==> src/rtl/mult_div_unit_pkg.sv <==
// Shared CPU package: multiply/divide op codes, FSM states, iteration count.
// Also carries the magnitude helper used when latching signed operands.
package mult_div_unit_pkg;

    typedef enum logic [1:0] {
        OP_MULTU = 2'b00,
        OP_MULT  = 2'b01,
        OP_DIVU  = 2'b10,
        OP_DIV   = 2'b11
    } op_e;

    typedef enum logic [1:0] {
        IDLE = 2'b00,
        CALC = 2'b01,
        FIX  = 2'b10,
        DONE = 2'b11
    } state_e;

    localparam logic [5:0] ITER_CNT = 6'd32;

    function automatic logic [31:0] abs32(input logic [31:0] v);
        return v[31] ? (~v + 32'd1) : v;
    endfunction

endpackage

==> src/rtl/mult_div_unit_addsub.sv <==
// muldiv_addsub: 33-bit adder/subtractor for one multiply or divide iteration.
// Combinational; on subtract, cout=1 means no borrow (a >= b).
// No flow control: pure function of its inputs.
module muldiv_addsub (
    input  logic [32:0] a,
    input  logic [32:0] b,
    input  logic        sub,
    output logic [32:0] sum,
    output logic        cout
);

    logic [33:0] full;

    assign full = {1'b0, a} + {1'b0, (sub ? ~b : b)} + {33'd0, sub};
    assign sum  = full[32:0];
    assign cout = full[33];

endmodule

==> src/rtl/mult_div_unit.sv <==
// Iterative 32x32 multiply / 32/32 divide, signed and unsigned, one bit per cycle.
// Latency: Done is high in the cycle after the 34th edge following the Start edge.
// Start is accepted only while Ready (IDLE or DONE); Start while Busy is dropped.
module mult_div_unit
    import mult_div_unit_pkg::*;
(
    input  logic        clock,
    input  logic        reset,
    input  logic        Start,
    input  logic [1:0]  Op,
    input  logic [31:0] OperandA,
    input  logic [31:0] OperandB,
    output logic        Ready,
    output logic        Busy,
    output logic        Done,
    output logic [31:0] Hi,
    output logic [31:0] Lo,
    output logic        DivByZero
);

    state_e      state_q, state_d;
    logic [5:0]  cnt_q, cnt_d;
    logic        is_div_q, is_div_d;
    logic        neg_lo_q, neg_lo_d;
    logic        neg_hi_q, neg_hi_d;
    logic [31:0] b_q, b_d;
    logic [31:0] acc_hi_q, acc_hi_d;
    logic [31:0] acc_lo_q, acc_lo_d;
    logic [31:0] hi_q, hi_d;
    logic [31:0] lo_q, lo_d;
    logic        dbz_q, dbz_d;

    logic [32:0] as_a, as_b, as_sum;
    logic        as_sub, as_cout;
    logic        accept, signed_op, a_neg, b_neg;
    logic [63:0] prod, prod_fix;
    logic [31:0] quo_fix, rem_fix;

    assign Ready     = (state_q == IDLE) || (state_q == DONE);
    assign Busy      = (state_q == CALC) || (state_q == FIX);
    assign Done      = (state_q == DONE);
    assign Hi        = hi_q;
    assign Lo        = lo_q;
    assign DivByZero = dbz_q;

    assign accept    = Start && Ready;
    assign signed_op = (Op == OP_MULT) || (Op == OP_DIV);
    assign a_neg     = signed_op && OperandA[31];
    assign b_neg     = signed_op && OperandB[31];

    // Divide: shift the next dividend bit into the partial remainder, trial-subtract.
    // Multiply: add the multiplicand when the current multiplier bit is set.
    always_comb begin
        if (is_div_q) begin
            as_a   = {acc_hi_q, acc_lo_q[31]};
            as_b   = {1'b0, b_q};
            as_sub = 1'b1;
        end else begin
            as_a   = {1'b0, acc_hi_q};
            as_b   = acc_lo_q[0] ? {1'b0, b_q} : 33'd0;
            as_sub = 1'b0;
        end
    end

    muldiv_addsub u_addsub (
        .a    (as_a),
        .b    (as_b),
        .sub  (as_sub),
        .sum  (as_sum),
        .cout (as_cout)
    );

    assign prod     = {acc_hi_q, acc_lo_q};
    assign prod_fix = neg_lo_q ? (~prod + 64'd1) : prod;
    assign quo_fix  = neg_lo_q ? (~acc_lo_q + 32'd1) : acc_lo_q;
    assign rem_fix  = neg_hi_q ? (~acc_hi_q + 32'd1) : acc_hi_q;

    always_comb begin
        state_d  = state_q;
        cnt_d    = cnt_q;
        is_div_d = is_div_q;
        neg_lo_d = neg_lo_q;
        neg_hi_d = neg_hi_q;
        b_d      = b_q;
        acc_hi_d = acc_hi_q;
        acc_lo_d = acc_lo_q;
        hi_d     = hi_q;
        lo_d     = lo_q;
        dbz_d    = dbz_q;

        case (state_q)
            IDLE: ;
            // One settle cycle after the last iteration keeps latency at 34 edges.
            CALC: begin
                if (cnt_q == ITER_CNT) begin
                    state_d = FIX;
                end else begin
                    cnt_d = cnt_q + 6'd1;
                    if (is_div_q) begin
                        acc_hi_d = as_cout ? as_sum[31:0] : as_a[31:0];
                        acc_lo_d = {acc_lo_q[30:0], as_cout};
                    end else begin
                        acc_hi_d = as_sum[32:1];
                        acc_lo_d = {as_sum[0], acc_lo_q[31:1]};
                    end
                end
            end
            // A zero divisor leaves remainder = |dividend|; re-signing restores the dividend.
            FIX: begin
                state_d = DONE;
                if (is_div_q) begin
                    dbz_d = (b_q == 32'd0);
                    hi_d  = rem_fix;
                    lo_d  = (b_q == 32'd0) ? 32'hFFFF_FFFF : quo_fix;
                end else begin
                    dbz_d = 1'b0;
                    hi_d  = prod_fix[63:32];
                    lo_d  = prod_fix[31:0];
                end
            end
            DONE: state_d = IDLE;
            default: state_d = IDLE;
        endcase

        if (accept) begin
            state_d  = CALC;
            cnt_d    = 6'd0;
            is_div_d = (Op == OP_DIVU) || (Op == OP_DIV);
            neg_lo_d = a_neg ^ b_neg;
            neg_hi_d = a_neg;
            b_d      = b_neg ? abs32(OperandB) : OperandB;
            acc_hi_d = 32'd0;
            acc_lo_d = a_neg ? abs32(OperandA) : OperandA;
        end
    end

    always_ff @(posedge clock or negedge reset) begin
        if (!reset) begin
            state_q  <= IDLE;
            cnt_q    <= 6'd0;
            is_div_q <= 1'b0;
            neg_lo_q <= 1'b0;
            neg_hi_q <= 1'b0;
            b_q      <= 32'd0;
            acc_hi_q <= 32'd0;
            acc_lo_q <= 32'd0;
            hi_q     <= 32'd0;
            lo_q     <= 32'd0;
            dbz_q    <= 1'b0;
        end else begin
            state_q  <= state_d;
            cnt_q    <= cnt_d;
            is_div_q <= is_div_d;
            neg_lo_q <= neg_lo_d;
            neg_hi_q <= neg_hi_d;
            b_q      <= b_d;
            acc_hi_q <= acc_hi_d;
            acc_lo_q <= acc_lo_d;
            hi_q     <= hi_d;
            lo_q     <= lo_d;
            dbz_q    <= dbz_d;
        end
    end

endmodule

==> config.mk <==
export PLATFORM = sky130hd
export DESIGN_NAME = mult_div_unit
export DESIGN_NICKNAME = d
export VERILOG_FILES = /design/src/rtl/mult_div_unit_pkg.sv /design/src/rtl/mult_div_unit_addsub.sv /design/src/rtl/mult_div_unit.sv
export SDC_FILE = /design/constraint.sdc
export NUM_CORES = 1
export LEC_CHECK = 0
export CORE_ASPECT_RATIO = 1.25
export CORE_MARGIN = 1
export CORE_UTILIZATION = 30
export CTS_CLUSTER_DIAMETER = 60
export DETAILED_ROUTE_END_ITERATION = 12
export GPL_ROUTABILITY_DRIVEN = 0
export PLACE_DENSITY = 0.5
export SYNTH_ARGS = -nofsm -noshare
export SYNTH_HDL_FRONTEND = slang
export SYNTH_HIERARCHICAL = 1
export SYNTH_SLANG_ARGS = --single-unit
export TNS_END_PERCENT = 20
==> constraint.sdc <==
create_clock -name clock -period 5.7 [get_ports clock]
set_input_delay 1.71 -clock clock [delete_from_list [all_inputs] [get_ports clock]]
set_output_delay 1.71 -clock clock [all_outputs]
set_load 0.03 [all_outputs]
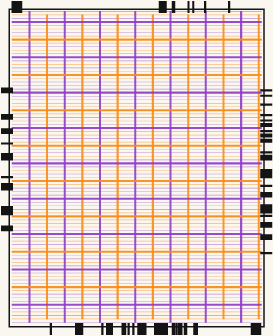
(run_1/pdn.png)
Pins as bars on the die edge.
legend:
  VSS:
    color: purple
  VDD:
    color: orange
met1 rails: 89
met5 straps: 17
met4 straps: 14
rows: 88
Die Ht: 243 um
Die X: 195 um
placeable core area: 0.0460 mm2
VDD IR-drop max: 0.000319 V

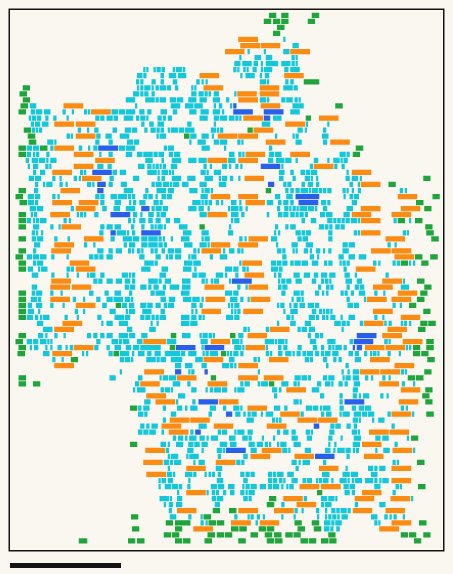
(run_1/cell_classes.png)
Scale bar: 50 um.
legend:
  flip-flops:
    color: orange
    cells: 172
    share_of_their_area: 28%
  other buffers and delay cells:
    color: green
    cells: 152
    share_of_their_area: 9.7%
  clock drivers and dummy loads:
    color: blue
    cells: 32
    share_of_their_area: 3.6%
  all other logic:
    color: cyan
    cells: 1417
    share_of_their_area: 59%
fin area: 0.0162 mm2
Seq area share: 26.5%
row count: 88
final design utilization: 35.3%

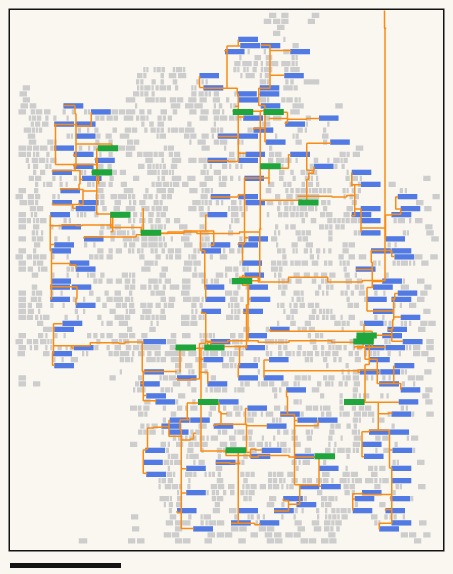
(run_1/clock_map.png)
Scale bar: 50 um.
legend:
  cells driving clock nets:
    color: green
    count: 17
  clock wires:
    color: orange
    length: 2740 um
  flip-flops:
    color: blue
    count: 172
routed clock nets: 18
flops lie: all over the die

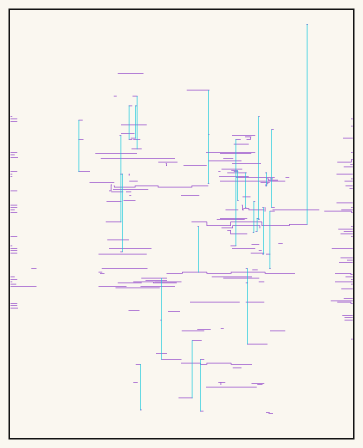
(run_1/metal_stack.png)
Only two layers are drawn.
legend:
  met3:
    color: purple
    wire_length: 1660 um
  met4:
    color: cyan
    wire_length: 851 um

==> flow_summary.yaml, run 1 <==
# yosys + openroad results
clocking:
  htreeDepth: 4
  ctsResizeCount: 0
  clockBufferDepth: 2
  cts_setup_buffers: 0
  cts_buffers: 17
yosys:
  ys_async_sr_fraction_pct: 100
  ys_area_mm2: 0.0140
  top_area_share_pct: 30.8
  largest_area_cell: "dfrtp_1"
  syn_area_mm2: 0.0140
  ys_cells: 1727
  ys_seq_share_pct: 30.8
  syn_nets: 1840
  synth_warnings: 6
critical_path:
  cp_data_arrival_time_ns: 5.08
  startpoint_type: "flop"
  r2r_end: "acc_hi_q[11]"
  cp_max_fo: 49
power:
  p_leak_nw: 6.36
  pwr-share-clk_pct: 10.0
  cellInternalPower_w: 0.00553
  switchingPower_w: 0.00613
  p_comb_share_pct: 67.5
  swShare_pct: 52.6
final_timing:
  worstMarginPinSlew_ns: 1.07
  setup_viol: 0
  maxSlewHeadroom_pct: 28.4
  period_minus_slack_ns: 4.69
  period_used_pct: 82.3
  finalHoldViolations: 0
  fmax_mhz: 213
worst_hold_path:
  min_path_cells: 2
  min_path_type: "flop to flop"
  min_to: "Hi[27]"
global_route:
  grt_max_degree: 130
  antenna_found_initial: 0
  grtUsageTotal_pct: 17.8
  grt_pass1_wl_um: 67200
  grt.overflow.total: 0
drt:
  first_pass_iters: 5
  route.detailed.drc: 0
  wl_per_cell_um: 18.1
die:
  die_area_mm2: 0.0474
  num_io_pins: 137
  fp_util_pct: 30.3
status:
  status: "finished clean"
finish:
  layout.nets: 1873
  layout_top_cells: "nor2_1, a21oi_1, dfrtp_1, clkdlybuf4s50_1, nand2_1"
[run 1: sequential cells by signal, indices dropped and copies added (netlist names)]
register,cells
acc_hi_q,32
DivByZero,1
acc_lo_q,32
neg_hi_q,1
Hi,32
neg_lo_q,1
state_q,2
cnt_q,6
is_div_q,1
b_q,32
Lo,32
[run 1: cell families (layout without fill, tap and decap cells)]
kind of cell               Yosys count  after routing  share of synthesized area [%]
and+or+nand+nor                    592            592                           21.0
AOI/OAI and AO/OA                  474            474                           21.0
xor gates and xnor gates           173            173                           10.9
DFF                                172            172                           30.8
buffers and inverters              169            215                           4.67
muxes                              102            102                           7.66
adders and majority gates           44             44                           4.00
other                                1              1                         0.0269
[run 1: per-layer routing]
layer | track usage, % | vias up | routed length, um
met5 | 0 | - | 0
met1 | 24.5 | 6049 | 20300
met4 | 5.56 | 0 | 850
met3 | 2.22 | 54 | 1660
met2 | 28.9 | 327 | 19800
li1 | - | 6313 | -
[run 1: power by group through the flow]
| stage | sequential, W | clock [W] | combinational, W |
|---|---|---|---|
| after floorplan | 0.00256 | 0 | 0.00572 |
| after global placement | 0.00262 | 0 | 0.00775 |
| after detailed placement | 0.00264 | 0 | 0.00781 |
| after CTS | 0.00262 | 0.00120 | 0.00784 |
| after global routing | 0.00272 | 0.00124 | 0.00869 |
| final | 0.00262 | 0.00117 | 0.00786 |
[run 1: final cells by class]
cell class	instances	area [um2]
flip-flops and latches	172	4310
clock inverters	14	136
inverters	31	116
multi-input cells	1386	9020
fillers	4885	29800
well taps	585	732
repair buffers	152	1510
clock buffers	18	429
[run 1: per-stage QoR]
step | util (%) | worst slack, ns | std cells
after floorplan | - | 0.823 | 1727
after global placement | 34.1 | 1.08 | 2326
after detailed placement | 34.1 | 1.05 | 2326
after CTS | 35.3 | 1.01 | 2358
after global routing | 35.3 | 0.651 | 2358
final | 35.3 | 1.01 | 2358
[run 1: worst max-delay path by stage]
stage                     startpoint           end  depth (start not counted)
after global routing        is_div_q  acc_hi_q[15]                         14
after floorplan             is_div_q  acc_hi_q[14]                         19
final                       is_div_q  acc_hi_q[11]                         15
after CTS                   is_div_q  acc_hi_q[16]                         14
after detailed placement    is_div_q  acc_hi_q[11]                         14
after global placement      is_div_q  acc_hi_q[26]                         14
[run 1: critical path, stage by stage, from the launching register on]
cell and delay (ns):
dfrtp_4 0.74, buf_4 0.50, mux2_2 0.40, ha_1 0.41, a21oi_1 0.17, o21a_1 0.23, a211oi_1 0.24, o2111ai_1 0.17
o2111ai_1 0.31, a311o_1 0.22, a21o_1 0.11, buf_4 0.46, mux2i_1 0.15, a211oi_1 0.29, a21oi_1 0.07, nor2_1 0.10
==> run 2, diff against run 1 <==
--- a/config.mk
+++ b/config.mk
@@ -11,7 +11,7 @@
 export CTS_CLUSTER_DIAMETER = 60
 export DETAILED_ROUTE_END_ITERATION = 12
 export GPL_ROUTABILITY_DRIVEN = 0
-export PLACE_DENSITY = 0.5
+export PLACE_DENSITY = 0.52
 export SYNTH_ARGS = -nofsm -noshare
 export SYNTH_HDL_FRONTEND = slang
 export SYNTH_HIERARCHICAL = 1
==> constraint.sdc (replaced) <==
create_clock -name clock -period 3.8 [get_ports clock]
set_input_delay 1.14 -clock clock [delete_from_list [all_inputs] [get_ports clock]]
set_output_delay 1.14 -clock clock [all_outputs]
set_load 0.03 [all_outputs]
==> run 2 against run 1 <==
Net effect:
- synthesized cell count unchanged
- largest cell class unchanged
- register-to-register slack worse by 1.0 ns
- the run now ends with setup timing left
- non-clock buffer count up 142
- maximum frequency rose by 22%
- combinational power up 82%
- sequential cell count unchanged
- hold slack better by 0.0089 ns
- design area rose by 9.4%
- wire length rose by 6.7%
- critical path depth up 1
==> flow_summary.yaml, run 2 <==
# yosys + openroad results
worst_hold_path:
  min_path_type: "flop to flop"
  min_path_cells: 2
yosys:
  top_area_share_pct: 30.8
  ys_seq_share_pct: 30.8
status:
  violations: "setup timing"
  status: "finished with violations"
final_timing:
  period_minus_slack_ns: 3.84
  worstMarginPinSlew_ns: 0.912
  setup_slack_ns: -0.0369
  period_used_pct: 101
  setup_viol: 6
  finalHoldViolations: 0
global_route:
  grtUsageTotal_pct: 18.9
drt:
  first_pass_iters: 5
  wl_per_cell_um: 18.2
power:
  peakVddDrop_v: 0.000409
clocking:
  clockBufferDepth: 2
finish:
  nFillCells: 4748
die:
  die_w_um: 195
  num_io_pins: 137
critical_path:
  cpMostUsedCell: "buf_4"
  slowest_delay_ns: 0.51
[run 2: worst max-delay path: cells and delay by family, from the launching register on]
| kind | cells | cell delay [ns] |
|---|---|---|
| XOR/XNOR | 1 | 0.17 |
| AND/OR/NAND/NOR | 1 | 0.09 |
| multiplexers | 1 | 0.13 |
| buffers and inverters | 5 | 1.00 |
| AND-OR/OR-AND | 7 | 1.47 |
| flip-flops | 1 | 0.51 |
| adder cells (fa/ha/maj) | 1 | 0.38 |
[run 2: path summary, 6_finish.rpt]
check	startpoint	to	slack, ns
max	is_div_q	acc_hi_q[30]	-0.04
min	DivByZero	DivByZero	0.50
max reg2reg	is_div_q	acc_hi_q[30]	-0.04
min reg2reg	DivByZero	DivByZero	0.50
max in group asynchronous	reset	acc_hi_q[25]	2.32
min in group asynchronous	reset	acc_lo_q[5]	0.71
[run 2: cell type report]
cell class | count | area [um2] | share of cell area, %
inverter | 31 | 116 | 0.655
timing repair buffer | 294 | 2760 | 15.5
clock inverter | 13 | 159 | 0.894
multi-input combinational | 1386 | 9260 | 52.1
tap | 585 | 732 | 4.12
clock buffer | 19 | 443 | 2.49
sequential | 172 | 4310 | 24.2
[run 2: metrics by stage]
stage	power, W	instance area, um2	std cells	setup TNS (ns)	worst slack [ns]
6_report	0.0198	17800	2500	-0.116	-0.0369
5_1_grt	0.0215	17800	2500	-6.02	-0.227
4_1_cts	0.0194	17500	2495	0	0.00123
3_5_place_dp	0.0173	16900	2460	-0.561	-0.142
3_3_place_gp	0.0171	16900	2460	-1.11	-0.0884
2_1_floorplan	0.0127	14200	1727	-0.336	-0.0174
[run 2: cell families after synthesis]
family,Yosys count,synth area share [%]
XOR/XNOR,173,10.9
flip-flops,172,30.8
adder cells (fa/ha/maj),44,4.00
AND/OR/NAND/NOR,592,21.0
other,1,0.0269
multiplexers,102,7.66
buffers and inverters,169,4.67
AND-OR/OR-AND,474,21.0
[run 2: per-layer routing]
metal	up-vias	GRT usage, %	wire length (um)
li1	6591	-	-
met1	6300	25.2	20800
met2	335	31.7	21800
met3	58	2.38	1900
met4	0	5.93	959
met5	-	0	0
[run 2: timing repair]
action,in CTS,in global routing
pin swaps,2,9
gates resized,10,30
endpoints found under the setup margin,33,33
buffers inserted,3,2
gates cloned,0,3
[run 2: power by group]
part,total [W],internal [W],switching [W],leakage (nW)
clock,0.00184,0.00100,0.000834,0.288
combinational,0.0143,0.00626,0.00808,4.84
sequential,0.00366,0.00271,0.000950,2.06
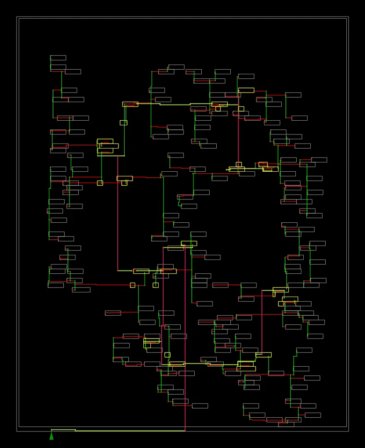
(run_2/final_clocks.png)
clock sinks: 172
CTS buffer count: 17
clk pwr: 0.00184 W
clock buffers: 19

==> run 3, diff against run 2 <==
--- a/config.mk
+++ b/config.mk
@@ -6,12 +6,13 @@
 export NUM_CORES = 1
 export LEC_CHECK = 0
 export CORE_ASPECT_RATIO = 1.25
-export CORE_MARGIN = 1
+export CORE_MARGIN = 4
 export CORE_UTILIZATION = 30
 export CTS_CLUSTER_DIAMETER = 60
+export CTS_CLUSTER_SIZE = 14
 export DETAILED_ROUTE_END_ITERATION = 12
 export GPL_ROUTABILITY_DRIVEN = 0
-export PLACE_DENSITY = 0.52
+export PLACE_DENSITY = 0.5
 export SYNTH_ARGS = -nofsm -noshare
 export SYNTH_HDL_FRONTEND = slang
 export SYNTH_HIERARCHICAL = 1
==> constraint.sdc (replaced) <==
create_clock -name clock -period 4.1 [get_ports clock]
set_input_delay 1.23 -clock clock [delete_from_list [all_inputs] [get_ports clock]]
set_output_delay 1.23 -clock clock [all_outputs]
set_load 0.03 [all_outputs]
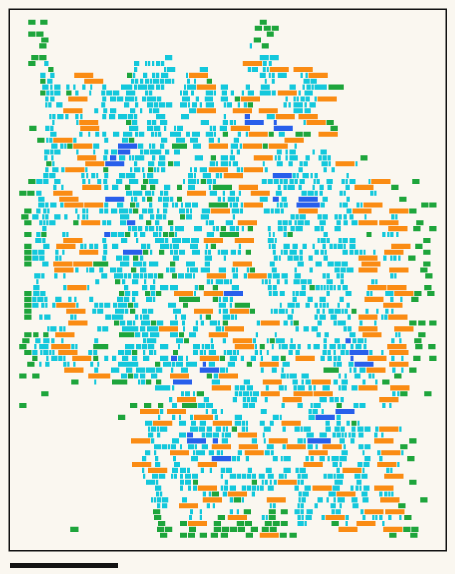
(run_3/cell_classes.png)
Scale bar: 50 um.
legend:
  all other logic:
    color: cyan
    cells: 1417
    share_of_their_area: 56%
  flip-flops:
    color: orange
    cells: 172
    share_of_their_area: 26%
  clock drivers and dummy loads:
    color: blue
    cells: 32
    share_of_their_area: 3.6%
  other buffers and delay cells:
    color: green
    cells: 242
    share_of_their_area: 14%

==> run 3 against run 2 <==
Net effect:
- the run now ends clean
- wire length fell by 0.68%
- final cell count is 2.1% lower
- power fell by 12%
- clock power shrank 7%
- synthesized cell count stayed put
- via count shrank 0.93%
- largest power group unchanged
- critical path type unchanged
- clock-buffer cell count down 2
==> flow_summary.yaml, run 3 <==
# yosys + openroad results
status:
  status: "finished clean"
place:
  dp.cells: 2412
  dp_slack_ns: 0.0306
critical_path:
  cpMostUsedCell: "buf_12"
  path_cells: "buf_12 > buf_12 > xor2_1 > ha_1 > and4_1 > a221oi_2 > o31ai_4 > a31oi_1 > buf_4 > o2111ai_2 > a311o_1 > a21o_4 > clkbuf_16 > mux2i_1 > a211oi_1 > a21oi_1 > nor2_1"
  cp_data_arrival_time_ns: 4.38
  slowest_stage: "dfrtp_4"
  path_buffers: 4
  r2r-start: "is_div_q"
  slowest_delay_ns: 0.51
  startpoint_type: "flop"
worst_hold_path:
  min_path_type: "flop to flop"
finish:
  layout_top_cells: "nor2_1, a21oi_1, dfrtp_1, clkdlybuf4s50_1, nand2_1"
  instances_no_fill: 2448
  layout.nets: 1963
final_timing:
  period_minus_slack_ns: 3.99
  finalSetupTns_ns: 0
  setup_slack_ns: 0.107
global_route:
  grt.overflow.total: 0
  grt_use_met2_pct: 28.9
  gr-usage-met3_pct: 2.16
  grt_pass1_wl_um: 71800
  met1_usage_pct: 23.9
drt:
  route.detailed.drc: 0
yosys:
  xor_share_pct: 10.9
  syn_area_mm2: 0.0140
  synth_warnings: 6
  top_area_share_pct: 30.8
  muxShareOfSynthArea_pct: 7.66
  compound_area_share_pct: 21.0
die:
  num_io_pins: 137
  die_area_mm2: 0.0500
  rows: 88
  fp_util_pct: 30.2
  die_w_um: 201
clocking:
  cts_buffers: 17
power:
  switchingPower_w: 0.00883
  swShare_pct: 50.5
  p_leak_nw: 6.90
  p_comb_share_pct: 70.6
  pwr-share-seq_pct: 19.6
  peakVddDrop_v: 0.000401
-- run 3: cell types whose count changed in the layout (fill, tap and decap cells not counted), moves of 3 or more --
cell      before  now
a21oi_1      177  180
a21oi_2        6    3
buf_4        139   93
buf_6          5    1
clkinv_2       0    3
ha_1          37   42
ha_4           5    0
o21ai_0       85   88
o21ai_1        4    1
xor2_1       102  105
xor2_2         3    0
-- run 3: cells by family (layout without fill, tap and decap cells) --
logic type / after synthesis / count (layout)
simple gates: 592 / 592
compound gates: 474 / 474
xor+xnor: 173 / 173
flops: 172 / 172
buf+inv: 169 / 305
mux: 102 / 102
fa+ha+maj: 44 / 44
other cells: 1 / 1
-- run 3: timing repair --
| action | CTS | global route |
|---|---|---|
| gates resized | 0 | 14 |
| endpoints found under the setup margin | 0 | 33 |
| buffers inserted | 0 | 1 |
-- run 3: routing by layer --
| metal | share of wire (%) | vias up |
|---|---|---|
| met4 | 1.9 | 0 |
| met1 | 46 | 6313 |
| met2 | 48 | 309 |
| met3 | 3.4 | 65 |
| met5 | 0 | - |
| li1 | - | 6474 |
-- run 3: stage by stage --
stage / utilization, % / power [W] / hold slack, ns
finish: 37.3 / 0.0175 / 0.489
global route: 37.3 / 0.0190 / 0.536
CTS: 36.9 / 0.0173 / 0.499
detailed placement: 35.6 / 0.0155 / 0.482
global placement: 35.6 / 0.0154 / 0.472
floorplan: - / 0.0116 / 0.455
-- run 3: power groups by stage --
stage / clock (W) / combinational (W) / sequential, W
floorplan: 0 / 0.00804 / 0.00357
finish: 0.00171 / 0.0123 / 0.00342
global placement: 0 / 0.0119 / 0.00344
detailed placement: 0 / 0.0120 / 0.00346
global route: 0.00182 / 0.0136 / 0.00357
CTS: 0.00176 / 0.0121 / 0.00343
-- run 3: worst register-to-register path, stage by stage (launching register included) --
cell and delay (ns):
dfrtp_4 0.51, buf_12 0.18, buf_12 0.18, xor2_1 0.18
ha_1 0.32, and4_1 0.24, a221oi_2 0.33, o31ai_4 0.14
a31oi_1 0.22, buf_4 0.15, o2111ai_2 0.14, a311o_1 0.32
a21o_4 0.26, clkbuf_16 0.21, mux2i_1 0.13, a211oi_1 0.23
a21oi_1 0.06, nor2_1 0.12
-- run 3: final cells by class --
class                           count  area [um2]  area share [%]
Multi-Input combinational cell   1386        9090            52.9
Tap cell                          585         732            4.26
Clock buffer                       17         425            2.48
Inverter                           31         116           0.677
Timing Repair Buffer              242        2340            13.6
Clock inverter                     15         169           0.983
Sequential cell                   172        4310            25.1
-- run 3: final timing paths --
check                                   end  slack, ns  cells past startpoint
worst max register to register  acc_hi_q[8]       0.11                     17
worst min register to register       Hi[27]       0.49                      2
min in group asynchronous       acc_lo_q[1]       0.81                      1
max in group asynchronous            Hi[27]       2.51                      2
worst min-delay path                 Hi[27]       0.49                      2
worst max-delay path            acc_hi_q[8]       0.11                     17
No activity file was given, so power comes from the tool's default toggle rates.
